## src/rtl/uart_rx_fifo.sv

```systemverilog
// Receives UART receiver level flags into clk events; buffers good bytes in an FWFT FIFO and counts errors.
// Latency 3 clk edges from Rx_VALID rising to empty=0; no backpressure: a byte arriving while full is dropped and overflow latches.
module uart_rx_fifo #(
  parameter int DEPTH  = 8,
  parameter int ADDR_W = 3,
  parameter int CNT_W  = 8
) (
  input  logic              clk,
  input  logic              reset,
  input  logic [7:0]        Rx_DATA,
  input  logic              Rx_VALID,
  input  logic              Rx_FERROR,
  input  logic              Rx_PERROR,
  input  logic              rd_en,
  output logic [7:0]        rd_data,
  output logic              empty,
  output logic              full,
  output logic [ADDR_W:0]   count,
  output logic              overflow,
  output logic [CNT_W-1:0]  ferr_count,
  output logic [CNT_W-1:0]  perr_count,
  input  logic              clr_status
);

  localparam logic [ADDR_W:0] FULL_CNT = (ADDR_W+1)'(DEPTH);

  // bit 0 valid, bit 1 frame error, bit 2 parity error
  logic [2:0] sync1, sync2, prev, edge_vld;

  logic [7:0]        mem [DEPTH];
  logic [ADDR_W-1:0] wr_ptr, rd_ptr;
  logic [ADDR_W:0]   count_nxt;
  logic              push_vld, ferr_vld, perr_vld;
  logic              push_ok, pop_ok, drop_vld;

  always_ff @(posedge clk) begin
    if (reset) begin
      sync1 <= '0;
      sync2 <= '0;
      prev  <= '0;
    end else begin
      sync1 <= {Rx_PERROR, Rx_FERROR, Rx_VALID};
      sync2 <= sync1;
      prev  <= sync2;
    end
  end

  assign edge_vld = sync2 & ~prev;
  assign push_vld = edge_vld[0];
  assign ferr_vld = edge_vld[1];
  assign perr_vld = edge_vld[2];

  // A pop frees the slot the simultaneous push needs, so full only blocks an unaccompanied push.
  assign pop_ok   = rd_en & ~empty;
  assign push_ok  = push_vld & (~full | pop_ok);
  assign drop_vld = push_vld & full & ~pop_ok;

  always_comb begin
    count_nxt = count;
    case ({push_ok, pop_ok})
      2'b10:   count_nxt = count + (ADDR_W+1)'(1);
      2'b01:   count_nxt = count - (ADDR_W+1)'(1);
      default: count_nxt = count;
    endcase
  end

  always_ff @(posedge clk) begin
    if (reset) begin
      wr_ptr <= '0;
      rd_ptr <= '0;
      count  <= '0;
      empty  <= 1'b1;
      full   <= 1'b0;
    end else begin
      if (push_ok) wr_ptr <= wr_ptr + ADDR_W'(1);
      if (pop_ok)  rd_ptr <= rd_ptr + ADDR_W'(1);
      count <= count_nxt;
      empty <= (count_nxt == '0);
      full  <= (count_nxt == FULL_CNT);
    end
  end

  always_ff @(posedge clk) begin
    if (!reset && push_ok) mem[wr_ptr] <= Rx_DATA;
  end

  assign rd_data = empty ? 8'h00 : mem[rd_ptr];

  // An event coinciding with clr_status wins for its own counter or flag.
  always_ff @(posedge clk) begin
    if (reset) begin
      overflow   <= 1'b0;
      ferr_count <= '0;
      perr_count <= '0;
    end else begin
      if (drop_vld)        overflow <= 1'b1;
      else if (clr_status) overflow <= 1'b0;

      if (ferr_vld) begin
        if (clr_status)        ferr_count <= CNT_W'(1);
        else if (~&ferr_count) ferr_count <= ferr_count + CNT_W'(1);
      end else if (clr_status) begin
        ferr_count <= '0;
      end

      if (perr_vld) begin
        if (clr_status)        perr_count <= CNT_W'(1);
        else if (~&perr_count) perr_count <= perr_count + CNT_W'(1);
      end else if (clr_status) begin
        perr_count <= '0;
      end
    end
  end

endmodule

```

## config.mk

```make
export PLATFORM = sky130hd
export DESIGN_NAME = uart_rx_fifo
export DESIGN_NICKNAME = d
export VERILOG_FILES = /design/src/rtl/uart_rx_fifo.sv
export SDC_FILE = /design/constraint.sdc
export NUM_CORES = 1
export LEC_CHECK = 0
export CORE_MARGIN = 4
export CORE_UTILIZATION = 45
export DETAILED_ROUTE_END_ITERATION = 12
export HOLD_SLACK_MARGIN = 0.12
export PLACE_DENSITY = 0.66
export SETUP_SLACK_MARGIN = 0.4
export SYNTH_ARGS = -nofsm -noshare
export SYNTH_HDL_FRONTEND = slang
export SYNTH_SLANG_ARGS = --single-unit
```

## constraint.sdc

```tcl
create_clock -name clk -period 2.7 [get_ports clk]
set_input_delay 0.405 -clock clk [delete_from_list [all_inputs] [get_ports clk]]
set_output_delay 0.405 -clock clk [all_outputs]
set_load 0.05 [all_outputs]
```

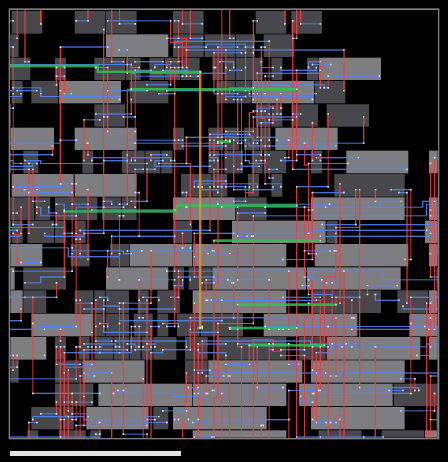
**Above:** run 1 (zoomed window).
Scale bar: 20 µm. Region (27, 48) to (77, 98) µm. Cells in gray, sequential cells in the stronger gray; small squares are vias.
legend:
  green:
    layer: met3
  red:
    layer: met2
  orange:
    layer: met4
  blue:
    layer: met1
most frequent: nor2_1 (19), dfxtp_1 (18), edfxtp_1 (16)
cells with their middle in the window: 134
netlist names of flops here include: `mem` (16), `perr_count` (8), `ferr_count` (3)
sequential cells in the window: 34

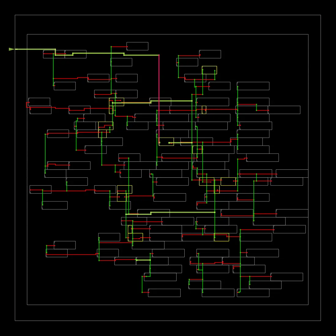
**Above:** run 1 (clock routing).
Late-Pin Clk Latency: 0.36 ns
flip-flops: 105
TritonCTS Buffers: 9

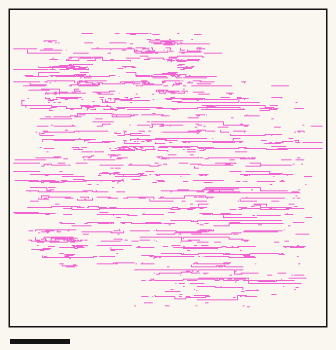
**Above:** run 1 (signal wires on met1).
Scale bar: 20 µm.
longest straight run: 30.8 µm
share of all routed wire: 47%
wire length on this layer: 3580 µm
nets with wire on the layer: 353
main direction: horizontal
met1 Track Usage GR: 19.9%
DR vias: 2450
Total Wirelength: 7640 µm

==> job_summary.md, run 1 <==
### Yosys + OpenROAD results

| Metric | Value |
|---|---|
| Outcome | finished, final reports clean |
| Crit path largest cell delay | 0.49 ns |
| Nets | between 300 and 400 |
| Well tap count | 108 |
| Headroom to the max-slew limit | roughly 58% |
| Met3 usage | 2.92% |
| XOR Share, Synth | around 2.7% |
| Placed Area | slightly below 5000 µm² |
| Crit. End Element | output port |
| DRC violations left | 0 |
| Hold path cells | 1 |
| Yosys synthesis warning count | 0 |
| Power Density | 615 nW/µm² |
| Routed wl met2 | 3730 µm |
| Max-area cell class | flip-flops and latches |
| Grt ovf | 0 |
| Simple share | around an eighth |
| Buf/Inv on CP | 2 |
| Min-Delay Path Class | flop to flop |
| FF-to-FF Start | empty$_SDFF_PP1_ |
| Initial antenna violation count | 0 |
| Required time of the critical path | around 2.3 ns |
| Post-CTS setup buffers | 1 |
| Met1 Wirelength | roughly 3600 µm |
| Chip Area, Yosys | between 4000 and 5000 µm² |
| Slew at the pin with the worst max-slew slack | approximately 0.63 ns |
| Max FFs per register | 64 |
| CORE AREA | about 8900 µm² |
| PortBufs | 45 |
| Hold endpoint | sync2[1]$_SDFF_PP0_ |
| CP arrival | 1.81 ns |
| Final Skew | approximately 0.013 ns |
| Final worst path period share | 81.9% |
| Biggest registers after layout | mem (64), ferr_count (8), perr_count (8) |
| Worst reg2reg endpoint | full$_SDFF_PP0_ |
| Comb/total area | between 20% and 30% |
| CTS H-tree lvls | 3 |
| Non-filler cells, final | around 470 |
| GR Layer Usage met2 | 23.7% |
| DR iter-0 viols | 109 |
| Yosys cell types | 43 |
| Gpl congestion | 0.765 |
| Nonclk inv count | 7 |
| Sequential share of power | 56.8% |
| Die ar. | around 11000 µm² |
| Area share, top type | a little under half |
| R2R depth | 11 |
| Max_cap viols | 0 |
| Min Tclk post-route | ~2.2 ns |
| Fraction of the mapped netlist area in compound gates | 4.03% |
| MI comb cells | 172 |
| Total GRT Usage | 14.7% |
| Sw Ratio | a little over a quarter |
| Clock Path Buffers | 2 |
| Fin util | 57.4% |
| Most flops, register | mem |
## Run 2: what changed since run 1
clock period = 2.15 ns   (was 2.7 ns; I/O delays follow)
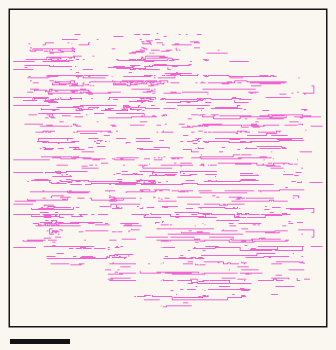
**Above:** run 2 (signal wires on met1).
Scale bar: 20 µm.
longest straight run: 29.0 µm
main direction: horizontal

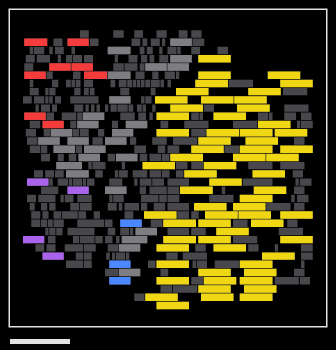
**Above:** run 2 (where the registers sit).
Scale bar: 20 µm. Other sequential cells in the stronger gray, the rest of the logic in the fainter gray.
legend:
  red:
    signal: `ferr_count`
    sequential_cells: 8
    where: north-west
  yellow:
    signal: `mem`
    sequential_cells: 64
  blue:
    signal: `rd_ptr`
    sequential_cells: 3
  purple:
    signal: `count`
    sequential_cells: 4
not colored: 26

==> run 2 against run 1 <==
Final area is 6.0% higher; global-route usage is 0.56 points higher; clock skew is 0.0017 ns lower; synthesized area stayed put; largest cell class unchanged; highest routed layer unchanged.
==> job_summary.md, run 2 <==
### Yosys + OpenROAD results

| Metric | Value |
|---|---|
| Outcome | finished, final reports clean (unchanged) |
| Sw Ratio | 27.2% (was 26.5%) |
| Final Skew | 0.0109 ns (was 0.0127 ns) |
| Flip-flops | 105 (unchanged) |
| Max FFs per register | 64 (unchanged) |
| DR iter-0 viols | 95 (was 109) |
| MI comb cells | 172 (unchanged) |
| Crit path largest cell delay | 0.51 ns (was 0.49 ns) |
| FF-to-FF Start | empty$_SDFF_PP1_ (unchanged) |
| Final Max Slew Viols | 0 (unchanged) |
| Final worst path period share | a little over nine tenths |
| DR vias | 2526 (was 2450) |
| Placed Area | 5060 µm² (was 4850 µm²) |
| Min-Delay Path Class | flop to flop (unchanged) |
| DRC violations left | 0 (unchanged) |
| Power Density | 747 nW/µm² (was 615 nW/µm²) |
| Most flops, register | mem (unchanged) |
| Total GRT Usage | 15.3% (was 14.7%) |
| Buf/Inv on CP | 2 (unchanged) |
| CORE AREA | 8890 µm² (unchanged) |
| Area Growth Syn to Fin | 29.0% (was 21.7%) |
| Yosys cell types | 43 (unchanged) |
| Clock Path Buffers | 2 (unchanged) |
| Gpl congestion | 0.766 (was 0.765) |
| Slew at the pin with the worst max-slew slack | 0.605 ns (was 0.634 ns) |
| Share of layout cells above drive strength 1 | 28.7% (was 19.3%) |
| Worst reg2reg endpoint | full$_SDFF_PP0_ (unchanged) |
| Simple share | 11.8% (unchanged) |
| Final setup violation count | 0 (unchanged) |
| Met1 Wirelength | 3510 µm (was 3580 µm) |
| Register area | 2760 µm² (was 2750 µm²) |
| Fin util | 60.8% (was 57.4%) |
| CP arrival | 1.80 ns (was 1.81 ns) |
| Pre-CTS setup slack | -0.434 ns (was -0.000245 ns) |
| Required time of the critical path | 1.83 ns (was 2.30 ns) |
| Clk sink count | 105 (unchanged) |
| Area share, top type | 45.8% (unchanged) |
| Max_cap viols | 0 (unchanged) |
| Die Y | 105 µm (unchanged) |
| Nonclk inv count | 7 (unchanged) |
| Late-Pin Clk Latency | 0.36 ns (about the same) |
| Total Wirelength | 7820 µm (was 7640 µm) |
| Chip Area, Yosys | 4190 µm² (unchanged) |
| Hold path cells | 1 (unchanged) |
| PortBufs | 45 (unchanged) |
| Headroom to the max-slew limit | 59.6% (was 57.7%) |
| Internal Power | 2.94 mW (was 2.31 mW) |
| Met1 Track Usage GR | 20.2% (was 19.9%) |
| Yosys synthesis warning count | 0 (unchanged) |
| Initial antenna violation count | 0 (unchanged) |
| Non-filler cells, final | 488 (was 471) |
| Nets | 397 (was 380) |
| R2R depth | 11 (unchanged) |
| Fraction of the mapped netlist area in compound gates | 4.03% (unchanged) |
| Min Tclk post-route | around 2.1 ns |
| GR Layer Usage met2 | 25.0% (was 23.7%) |
| Comb/total area | 28.3% (was 27.8%) |
| Most frequent logic cell in the layout | edfxtp_1 (unchanged) |
| Sequential share of power | 54.9% (was 56.8%) |
| Routed wl met2 | 3930 µm (was 3730 µm) |
| XOR Share, Synth | 2.72% (unchanged) |
| Met3 usage | 4.53% (was 2.92%) |
| Die ar. | 10900 µm² (unchanged) |
| Biggest registers after layout | mem (64), ferr_count (8), perr_count (8) (unchanged) |
| Hold endpoint | sync2[1]$_SDFF_PP0_ (unchanged) |
| CTS H-tree lvls | 3 (unchanged) |
| Well tap count | 108 (unchanged) |
| Max-area cell class | flip-flops and latches (unchanged) |
| Crit. End Element | output port (unchanged) |
| Fmax | roughly 0.47 GHz |
| TritonCTS Buffers | 9 (unchanged) |
## Run 3: what changed since run 2
CORE_MARGIN = not set   (was 4)
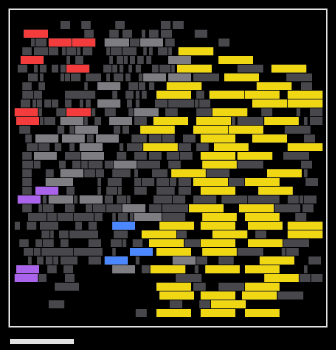
**Above:** run 3 (where the registers sit).
Scale bar: 20 µm. Other sequential cells in the stronger gray, the rest of the logic in the fainter gray.
legend:
  purple:
    signal: `count`
    sequential_cells: 4
  blue:
    signal: `rd_ptr`
    sequential_cells: 3
  yellow:
    signal: `mem`
    sequential_cells: 64
  red:
    signal: `ferr_count`
    sequential_cells: 8
    where: north-west

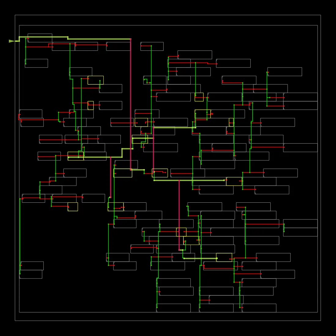
**Above:** run 3 (clock routing).
clk sink count: 105
clock buffers: 9
Final Skew: 0.0213 ns
Late-Pin Clk Latency: 0.37 ns
P_clk: 1.12 mW

==> run 3 against run 2 <==
Highest routed layer unchanged; core utilization increased by 0.66 points; critical path type unchanged; global-route usage grew 1.5 points; routed wire length shrank 3.2%; critical endpoint is now rd_data[5]; largest cell class unchanged; synthesized area did not move; non-clock buffer count decreased by 3; count of clock-buffer cells in the layout down 1; die area is 11% lower; setup slack gained 0.011 ns.
==> job_summary.md, run 3 <==
### Yosys + OpenROAD results

| Metric | Value |
|---|---|
| Final worst path period share | 98.1% (was 98.6%) |
| Headroom to the max-slew limit | 62.6% (was 59.6%) |
| Synth area leaders | edfxtp_1 (46%), dfxtp_1 (20%), mux4_2 (8.6%), nor2_1 (3.9%), mux2i_1 (3.6%) (unchanged) |
| Sw Ratio | 27.7% (was 27.2%) |
| Buf/Inv on CP | 2 (unchanged) |
| Max FFs per register | 64 (unchanged) |
| Crit path largest cell delay | 0.51 ns (about the same) |
| Register share after synthesis | 65.4% (unchanged) |
| CORE AREA | 8890 µm² (unchanged) |
| Fmax | 0.474 GHz (was 0.472 GHz) |
| Max_cap viols | 0 (unchanged) |
| Total GRT Usage | 16.8% (was 15.3%) |
| XOR Share, Synth | 2.72% (unchanged) |
| Nets | 394 (was 397) |
| Crit. End Element | output port (unchanged) |
| GR Layer Usage met2 | 28.9% (was 25.0%) |
| Die ar. | 9710 µm² (was 10900 µm²) |
| FF-to-FF Start | empty$_SDFF_PP1_ (unchanged) |
| DR vias | 2547 (was 2526) |
| Setup CP Type | flop to output port (unchanged) |
| Post-CTS setup buffers | 2 (was 1) |
| Share of layout cells above drive strength 1 | 28.6% (was 28.7%) |
| Hold endpoint | sync2[0]$_SDFF_PP0_ (was sync2[1]$_SDFF_PP0_) |
| Simple share | 11.8% (unchanged) |
| Sequential share of power | 54.3% (was 54.9%) |
| Synth area leader | edfxtp_1 (unchanged) |
| Non-clk bufs | 77 (was 80) |
| Final Max Slew Viols | 0 (unchanged) |
| Top Metal Used | met4 (unchanged) |
| Cell Area, Synth | 4190 µm² (unchanged) |
| Most frequent logic cell in the layout | edfxtp_1 (unchanged) |
| Log Warnings | 30 (unchanged) |
| DRC violations left | 0 (unchanged) |
| Min-Delay Path Class | flop to flop (unchanged) |
| Met1 Track Usage GR | 20.3% (was 20.2%) |
| Worst reg2reg endpoint | full$_SDFF_PP0_ (unchanged) |
| Biggest registers after layout | mem (64), ferr_count (8), perr_count (8) (unchanged) |
| CTS H-tree lvls | 3 (unchanged) |
| TritonCTS Buffers | 9 (unchanged) |
| MI comb cells | 172 (unchanged) |
| PortBufs | 45 (unchanged) |
| Flip-flops | 105 (unchanged) |
| Grt ovf | 0 (unchanged) |
| Max-area cell class | flip-flops and latches (unchanged) |
| Nonclk inv count | 7 (unchanged) |
| Gpl congestion | 0.742 (was 0.766) |
| Register area | 2760 µm² (unchanged) |
| Hold slack | 0.447 ns (was 0.444 ns) |
| DR iter-0 viols | 79 (was 95) |
| Required time of the critical path | 1.83 ns (about the same) |
| Final setup violation count | 0 (unchanged) |
| Resize count post-CTS | 42 (was 43) |
| Syn_area_per_cell | 14.3 µm² (unchanged) |
| First drt pass iteration count | 8 (was 4) |
| Met1 Wirelength | 3350 µm (was 3510 µm) |
| Hold path cells | 1 (unchanged) |
| Fraction of the mapped netlist area in compound gates | 4.03% (unchanged) |
| Chip Area, Yosys | 4190 µm² (unchanged) |
| Well tap count | 108 (unchanged) |
| R2R depth | 11 (unchanged) |
| Number of synthesized flops with an enable pin | 64 (unchanged) |
| Area share, top type | 45.8% (unchanged) |
| Power Density | 747 nW/µm² (about the same) |
| Routed wl met2 | 3880 µm (was 3930 µm) |
| Mapped Nets | 316 (unchanged) |
| Clock Path Buffers | 2 (unchanged) |
| Placed Area | 5060 µm² (unchanged) |
| Total Wirelength | 7570 µm (was 7820 µm) |
| Yosys cell types | 43 (unchanged) |
| Clock buffers and inverters, area share | 3.39% (was 3.26%) |
| Seq. pwr | 2.22 mW (about the same) |
| Comb/total area | 28.7% (was 28.3%) |
| Outcome | finished, final reports clean (unchanged) |
| Met3 WL | 250 µm (was 311 µm) |
| GRT Max-Usage Layer | met2 (unchanged) |
| Met3 usage | 4.68% (was 4.53%) |
| Fin util | 61.5% (was 60.8%) |
| Most flops, register | mem (unchanged) |
| Non-filler cells, final | 485 (was 488) |
| Initial antenna violation count | 0 (unchanged) |
| Slew at the pin with the worst max-slew slack | 0.561 ns (was 0.605 ns) |
| Die span in x | 98.5 µm (was 105 µm) |
| Die Y | 98.5 µm (was 105 µm) |
| R2R setup slack | 0.12 ns (was 0.07 ns) |
| Yosys synthesis warning count | 0 (unchanged) |
| Pre-CTS setup slack | -0.449 ns (was -0.434 ns) |
| CP arrival | 1.79 ns (was 1.80 ns) |
| Min Tclk post-route | 2.11 ns (was 2.12 ns) |
| Area Growth Syn to Fin | 30.4% (was 29.0%) |
| Internal Power | 2.95 mW (was 2.94 mW) |

==> layout pictures side by side <==
Pin placement.
Scale bar: 20 µm. Pins as bars across the die edge, other pins in gray.
picture 1
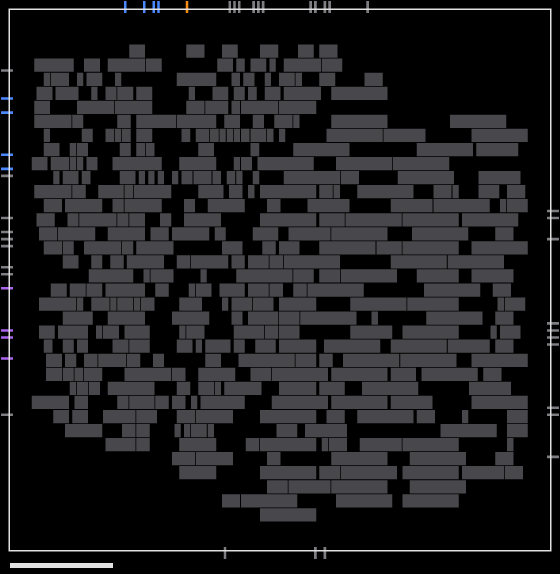
picture 2
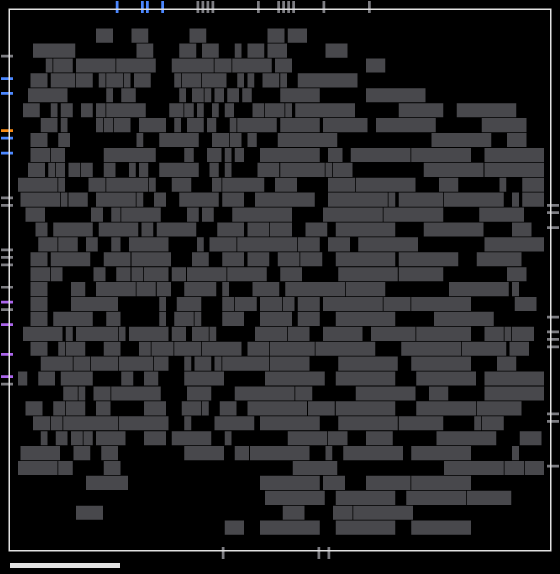
- picture 1 = run 2
- picture 2 = run 3

Key to picture 2:
legend:
  purple:
    port: `count`
    pins: 4
    direction: output
    edge: west
  orange:
    port: `clr_status`
    pins: 1
    direction: input
    edge: west
  blue:
    port: `ferr_count`
    pins: 8
    direction: output
    edge: 4 west, 4 north

No activity file was given, so power comes from the tool's default toggle rates.
